File: src/rtl/divu_seq_ctrl.sv
// rtl/divu_seq_ctrl.sv - multi-cycle sequencer for the unsigned 32-bit restoring divider
// Optional early completion of trivial operands is enabled by defining DIVU_FAST_PATH_EN.

module divu_1iter (
    input  logic [31:0] dividend,
    input  logic [31:0] divisor,
    input  logic [31:0] remainder,
    input  logic [31:0] quotient,
    output logic [31:0] dividend_nxt,
    output logic [31:0] remainder_nxt,
    output logic [31:0] quotient_nxt
);
    logic [32:0] trial;
    logic [32:0] diff;
    logic        ge;

    always_comb begin
        // 33 bits so a remainder with bit 31 set is not lost before the compare
        trial         = {remainder, dividend[31]};
        diff          = trial - {1'b0, divisor};
        ge            = (trial >= {1'b0, divisor});
        remainder_nxt = ge ? diff[31:0] : trial[31:0];
        quotient_nxt  = {quotient[30:0], ge};
        dividend_nxt  = {dividend[30:0], 1'b0};
    end
endmodule

module divu_seq_ctrl #(
    parameter int ITERS_PER_CYCLE = 1,
    parameter int WIDTH           = 32
) (
    input  logic             i_clk,
    input  logic             i_rst_n,
    input  logic             i_valid,
    output logic             o_ready,
    input  logic [WIDTH-1:0] i_dividend,
    input  logic [WIDTH-1:0] i_divisor,
    input  logic             i_flush,
    output logic             o_valid,
    input  logic             i_ready,
    output logic [WIDTH-1:0] o_quotient,
    output logic [WIDTH-1:0] o_remainder,
    output logic             o_busy
);
    localparam int N_CYC = 32 / ITERS_PER_CYCLE;
    localparam logic [4:0] CNT_LAST = 5'(N_CYC - 1);

    typedef enum logic [1:0] {IDLE, BUSY, DONE} state_t;

    state_t      state_q, state_d;
    logic [31:0] dvd_q, dvs_q, rem_q, quo_q;
    logic [4:0]  cnt_q;
    logic        accept, finish, fast;
    logic [31:0] fast_q, fast_r;

    logic [31:0] dvd_c [0:ITERS_PER_CYCLE];
    logic [31:0] rem_c [0:ITERS_PER_CYCLE];
    logic [31:0] quo_c [0:ITERS_PER_CYCLE];

    assign dvd_c[0] = dvd_q;
    assign rem_c[0] = rem_q;
    assign quo_c[0] = quo_q;

    for (genvar g = 0; g < ITERS_PER_CYCLE; g++) begin : g_iter
        divu_1iter u_iter (
            .dividend     (dvd_c[g]),
            .divisor      (dvs_q),
            .remainder    (rem_c[g]),
            .quotient     (quo_c[g]),
            .dividend_nxt (dvd_c[g+1]),
            .remainder_nxt(rem_c[g+1]),
            .quotient_nxt (quo_c[g+1])
        );
    end

`ifdef DIVU_FAST_PATH_EN
    always_comb begin
        fast   = 1'b1;
        fast_q = 32'h0;
        fast_r = i_dividend;
        if (i_divisor == 32'h0) begin
            fast_q = 32'hFFFF_FFFF;
        end else if (i_divisor == 32'h1) begin
            fast_q = i_dividend;
            fast_r = 32'h0;
        end else if (i_divisor <= i_dividend) begin
            fast = 1'b0;
        end
    end
`else
    assign fast   = 1'b0;
    assign fast_q = 32'h0;
    assign fast_r = 32'h0;
`endif

    assign o_valid = (state_q == DONE);
    assign o_busy  = (state_q == BUSY);
    assign o_ready = (state_q == IDLE) || ((state_q == DONE) && i_ready);

    always_comb begin
        state_d = state_q;
        accept  = 1'b0;
        finish  = 1'b0;
        if (i_flush) begin
            state_d = IDLE;
        end else begin
            case (state_q)
                IDLE: if (i_valid) begin
                    accept  = 1'b1;
                    state_d = fast ? DONE : BUSY;
                end
                BUSY: if (cnt_q == CNT_LAST) begin
                    finish  = 1'b1;
                    state_d = DONE;
                end
                DONE: if (i_ready) begin
                    if (i_valid) begin
                        accept  = 1'b1;
                        state_d = fast ? DONE : BUSY;
                    end else begin
                        state_d = IDLE;
                    end
                end
                default: state_d = IDLE;
            endcase
        end
    end

    always_ff @(posedge i_clk or negedge i_rst_n) begin
        if (!i_rst_n) begin
            state_q     <= IDLE;
            dvd_q       <= 32'h0;
            dvs_q       <= 32'h0;
            rem_q       <= 32'h0;
            quo_q       <= 32'h0;
            cnt_q       <= 5'd0;
            o_quotient  <= 32'h0;
            o_remainder <= 32'h0;
        end else begin
            state_q <= state_d;
            if (accept) begin
                dvd_q <= i_dividend;
                dvs_q <= i_divisor;
                rem_q <= 32'h0;
                quo_q <= 32'h0;
                cnt_q <= 5'd0;
                if (fast) begin
                    o_quotient  <= fast_q;
                    o_remainder <= fast_r;
                end
            end else if (state_q == BUSY && !i_flush) begin
                dvd_q <= dvd_c[ITERS_PER_CYCLE];
                rem_q <= rem_c[ITERS_PER_CYCLE];
                quo_q <= quo_c[ITERS_PER_CYCLE];
                cnt_q <= cnt_q + 5'd1;
                // Outputs only ever see a finished result, never partial state
                if (finish) begin
                    o_quotient  <= quo_c[ITERS_PER_CYCLE];
                    o_remainder <= rem_c[ITERS_PER_CYCLE];
                end
            end
        end
    end
endmodule

File: config.mk
export PLATFORM = sky130hd
export DESIGN_NAME = divu_seq_ctrl
export DESIGN_NICKNAME = d
export VERILOG_FILES = /design/src/rtl/divu_seq_ctrl.sv
export SDC_FILE = /design/constraint.sdc
export NUM_CORES = 1
export LEC_CHECK = 0
export CAP_MARGIN = 20
export CORE_MARGIN = 2
export CORE_UTILIZATION = 61
export DETAILED_ROUTE_END_ITERATION = 12
export HOLD_SLACK_MARGIN = 0.08
export PLACE_DENSITY = 0.87
export SLEW_MARGIN = 40
export SYNTH_ARGS = -nofsm -noshare
export SYNTH_HDL_FRONTEND = slang
export SYNTH_HIERARCHICAL = 1
export SYNTH_SLANG_ARGS = --single-unit
export TNS_END_PERCENT = 100
File: constraint.sdc
create_clock -name i_clk -period 4.6 [get_ports i_clk]
set_input_delay 0.92 -clock i_clk [delete_from_list [all_inputs] [get_ports i_clk]]
set_output_delay 0.92 -clock i_clk [all_outputs]
set_load 0.05 [all_outputs]
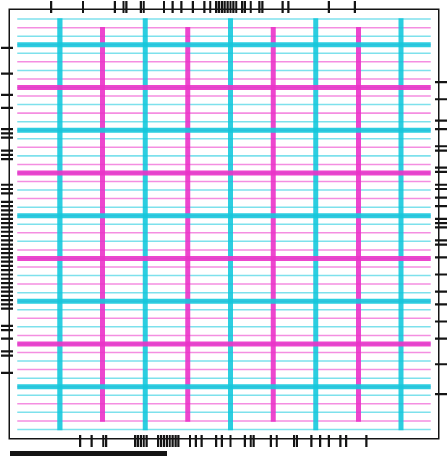
(images/power_grid.png)
Scale bar: 50 µm. Pins as bars on the die edge.
| net | colour |
|---|---|
| VSS | cyan |
| VDD | magenta |
met4 straps: 9
met5 straps: 9
rows: 48
signal pins: 136
met1 rails: 49

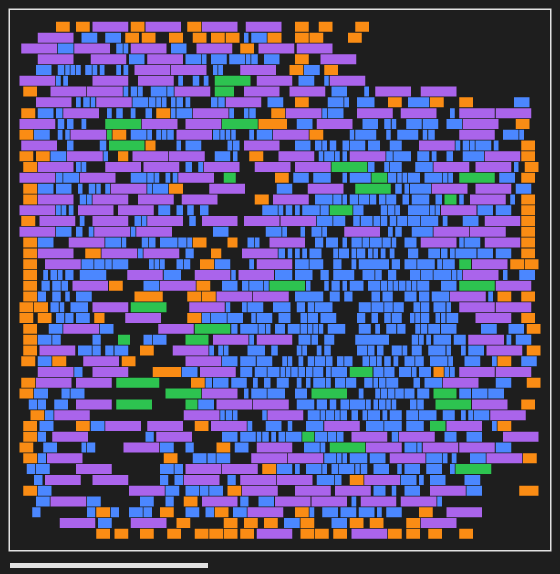
(images/placement_by_type.png)
Scale bar: 50 µm.
| class | colour | cells | share of their area |
|---|---|---|---|
| sequential cells | purple | 198 | 41% |
| clock drivers and dummy loads | green | 32 | 5.1% |
| combinational and other logic | blue | 697 | 41% |
| remaining buffers and delay cells | orange | 145 | 12% |

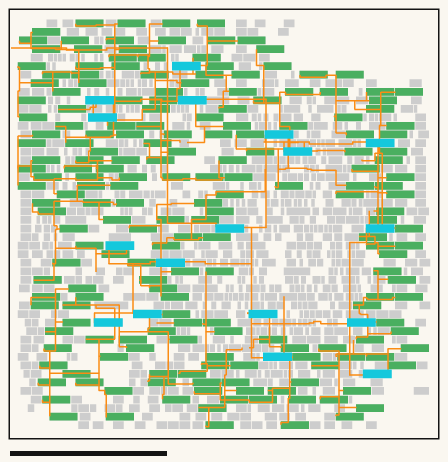
(images/clk_routes.png)
Scale bar: 50 µm.
[flip-flops] green | count: 198
[clock drivers] cyan | count: 17
[clock wires] orange | length: 2350 µm
flops lie: spread over the die

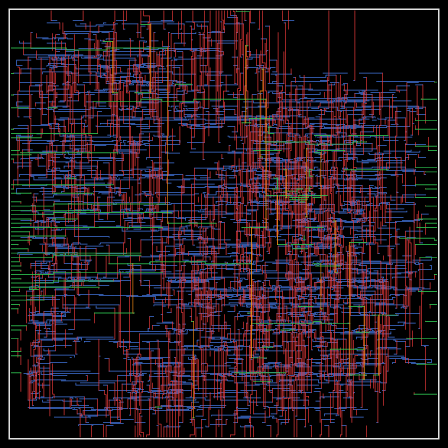
(images/wires.png)
| layer | colour | wire length |
|---|---|---|
| metal 1 | blue | 9640 µm |
| metal 4 | orange | 451 µm |
| metal 3 | green | 1280 µm |
| metal 2 | red | 11100 µm |
WL final: 22.5 mm
mean routed wirelength per cell: 17.3 µm

-- sequential cells by signal (all words and copies together), names as in the netlist --
| name | flops |
|---|---|
| state_q | 2 |
| cnt_q | 5 |
| o_quotient | 32 |
| quo_q | 31 |
| dvd_q | 32 |
| rem_q | 32 |
| dvs_q | 32 |
| o_remainder | 32 |
-- worst max path at each step --
stage                            to  depth (start not counted)      start  slack, ns
global route        o_remainder[16]                         12  dvs_q[10]       0.63
floorplan           o_remainder[21]                         13   rem_q[6]       1.45
finish              o_remainder[17]                         11  rem_q[10]       0.88
global placement     o_remainder[9]                         11   rem_q[9]       1.10
detailed placement  o_remainder[17]                         11  rem_q[10]       0.92
CTS                 o_remainder[17]                         11  rem_q[10]       0.88
-- layout make-up --
class	count	area share (%)
clock inverter	13	1.39
sequential	198	40.5
inverter	43	1.32
multi-input combinational	654	38.9
clock buffer	19	3.62
tap	225	2.30
timing repair buffer	145	12.0
-- cells in the final DEF (no fill, tap or decap), types with 11 or more instances in the layout --
| cell type | n |
|---|---|
| sky130_fd_sc_hd__dfrtp_1 | 198 |
| sky130_fd_sc_hd__nand2_1 | 156 |
| sky130_fd_sc_hd__ha_1 | 34 |
| sky130_fd_sc_hd__clkbuf_16 | 17 |
| sky130_fd_sc_hd__o21ai_0 | 13 |
| sky130_fd_sc_hd__inv_1 | 42 |
| sky130_fd_sc_hd__clkdlybuf4s50_1 | 134 |
| sky130_fd_sc_hd__nor2_1 | 25 |
| sky130_fd_sc_hd__and2_1 | 34 |
| sky130_fd_sc_hd__xnor2_1 | 19 |
| sky130_fd_sc_hd__a21oi_1 | 85 |
| sky130_fd_sc_hd__a21oi_2 | 11 |
| sky130_fd_sc_hd__a221o_1 | 32 |
| sky130_fd_sc_hd__mux2_2 | 20 |
| sky130_fd_sc_hd__mux2_1 | 96 |
-- metal layers --
metal  vias up  part of all wire [%]  GRT usage, %
li1       3537                     -             -
met3        41                   5.7          6.94
met5         -                     0             0
met4         0                   2.0          9.09
met2       200                    49          42.7
met1      3741                    43          32.2
-- per-stage QoR --
stage	area [µm²]	std cells
floorplan	10700	1016
CTS	12200	1297
detailed placement	11600	1265
global route	12200	1297
global placement	11600	1265
finish	12200	1297
-- power breakdown --
group	internal (µW)	switching, µW
registers	1870	76.6
clock network	799	747
logic	319	396
total	2990	1220
-- worst reg2reg max path: cells and delay by family (launching register included) --
| kind | cells | cell delay, ns |
|---|---|---|
| buffers and inverters | 1 | 0.57 |
| multiplexers | 2 | 0.80 |
| AND-OR/OR-AND | 4 | 0.74 |
| adder cells (fa/ha/maj) | 1 | 0.41 |
| flip-flops | 1 | 0.41 |
| AND/OR/NAND/NOR | 3 | 0.68 |
==> tab_implementation.tex <==
% Auto-generated results table
\begin{tabular}{lr}
\hline
Metric & Value \\
\hline
\multicolumn{2}{l}{\textbf{Global route}} \\
\quad Pin count of the biggest net entering global routing & 100 \\
\quad Initial antenna violation count & 0 \\
\quad Global-route congestion overflow total & 0 \\
\quad Total global-route track usage & 25.6\% \\
\multicolumn{2}{l}{\textbf{STA}} \\
\quad Worst clock skew & 0.0157 ns \\
\quad Count of final hold-check violations & 0 \\
\quad Actual slew at the worst max-slew pin & 0.829 ns \\
\quad Worst-case headroom to the max-slew limit & between 40\% and 50\% \\
\quad Peak clock frequency supported by timing & 268 MHz \\
\quad Final count of pins violating max slew & 0 \\
\multicolumn{2}{l}{\textbf{Detailed routing}} \\
\quad Number of design rule violations left after detail routing & 0 \\
\quad Via/cell ratio & 5.80 \\
\quad Iteration-0 DRC Markers & 469 \\
\quad Post-route antenna net violation count & 0 \\
\multicolumn{2}{l}{\textbf{Setup path}} \\
\quad Endpoint of the worst register-to-register path & o\_remainder[17] \\
\quad Slowest cell delay on critical path & 0.57 ns \\
\quad Data arrival time of the critical path & 4.04 ns \\
\quad Beginning of the worst register-to-register path & rem\_q[10] \\
\quad Data required time at the worst endpoint & 4.92 ns \\
\quad CP delay by family, top & multiplexers \\
\multicolumn{2}{l}{\textbf{Status}} \\
\quad Result of the run & finished, final reports clean \\
\multicolumn{2}{l}{\textbf{Min path}} \\
\quad Hold Path Stages & 1 \\
\quad Hold Path Sink & o\_quotient[3] \\
\multicolumn{2}{l}{\textbf{Final layout}} \\
\quad FILL cells & 1270 \\
\quad Relative area change from synthesis to final layout & 14.9\% \\
\quad Finished Core Util & a little under three quarters \\
\multicolumn{2}{l}{\textbf{Die}} \\
\quad Height of the die & 136 µm \\
\quad Std-Cell Core Area & between 0.015 and 0.02 mm² \\
\quad Die span in x & between 100 and 150 µm \\
\multicolumn{2}{l}{\textbf{Clocking}} \\
\quad \# resized after CTS & 0 \\
\quad TritonCTS clock tree & built \\
\quad Clock latency reported for the late side of the worst-skew pair & $\sim$0.45 ns \\
\multicolumn{2}{l}{\textbf{Logic synthesis}} \\
\quad Post-synthesis instance area & 0.0107 mm² \\
\quad Gate Count Post-Synth & 1016 \\
\multicolumn{2}{l}{\textbf{Place}} \\
\quad Global placement routability congestion & a little under 0.9 \\
\multicolumn{2}{l}{\textbf{Power}} \\
\quad Total power & 4210 µW \\
\hline
\end{tabular}
No activity file was given, so power comes from the tool's default toggle rates.
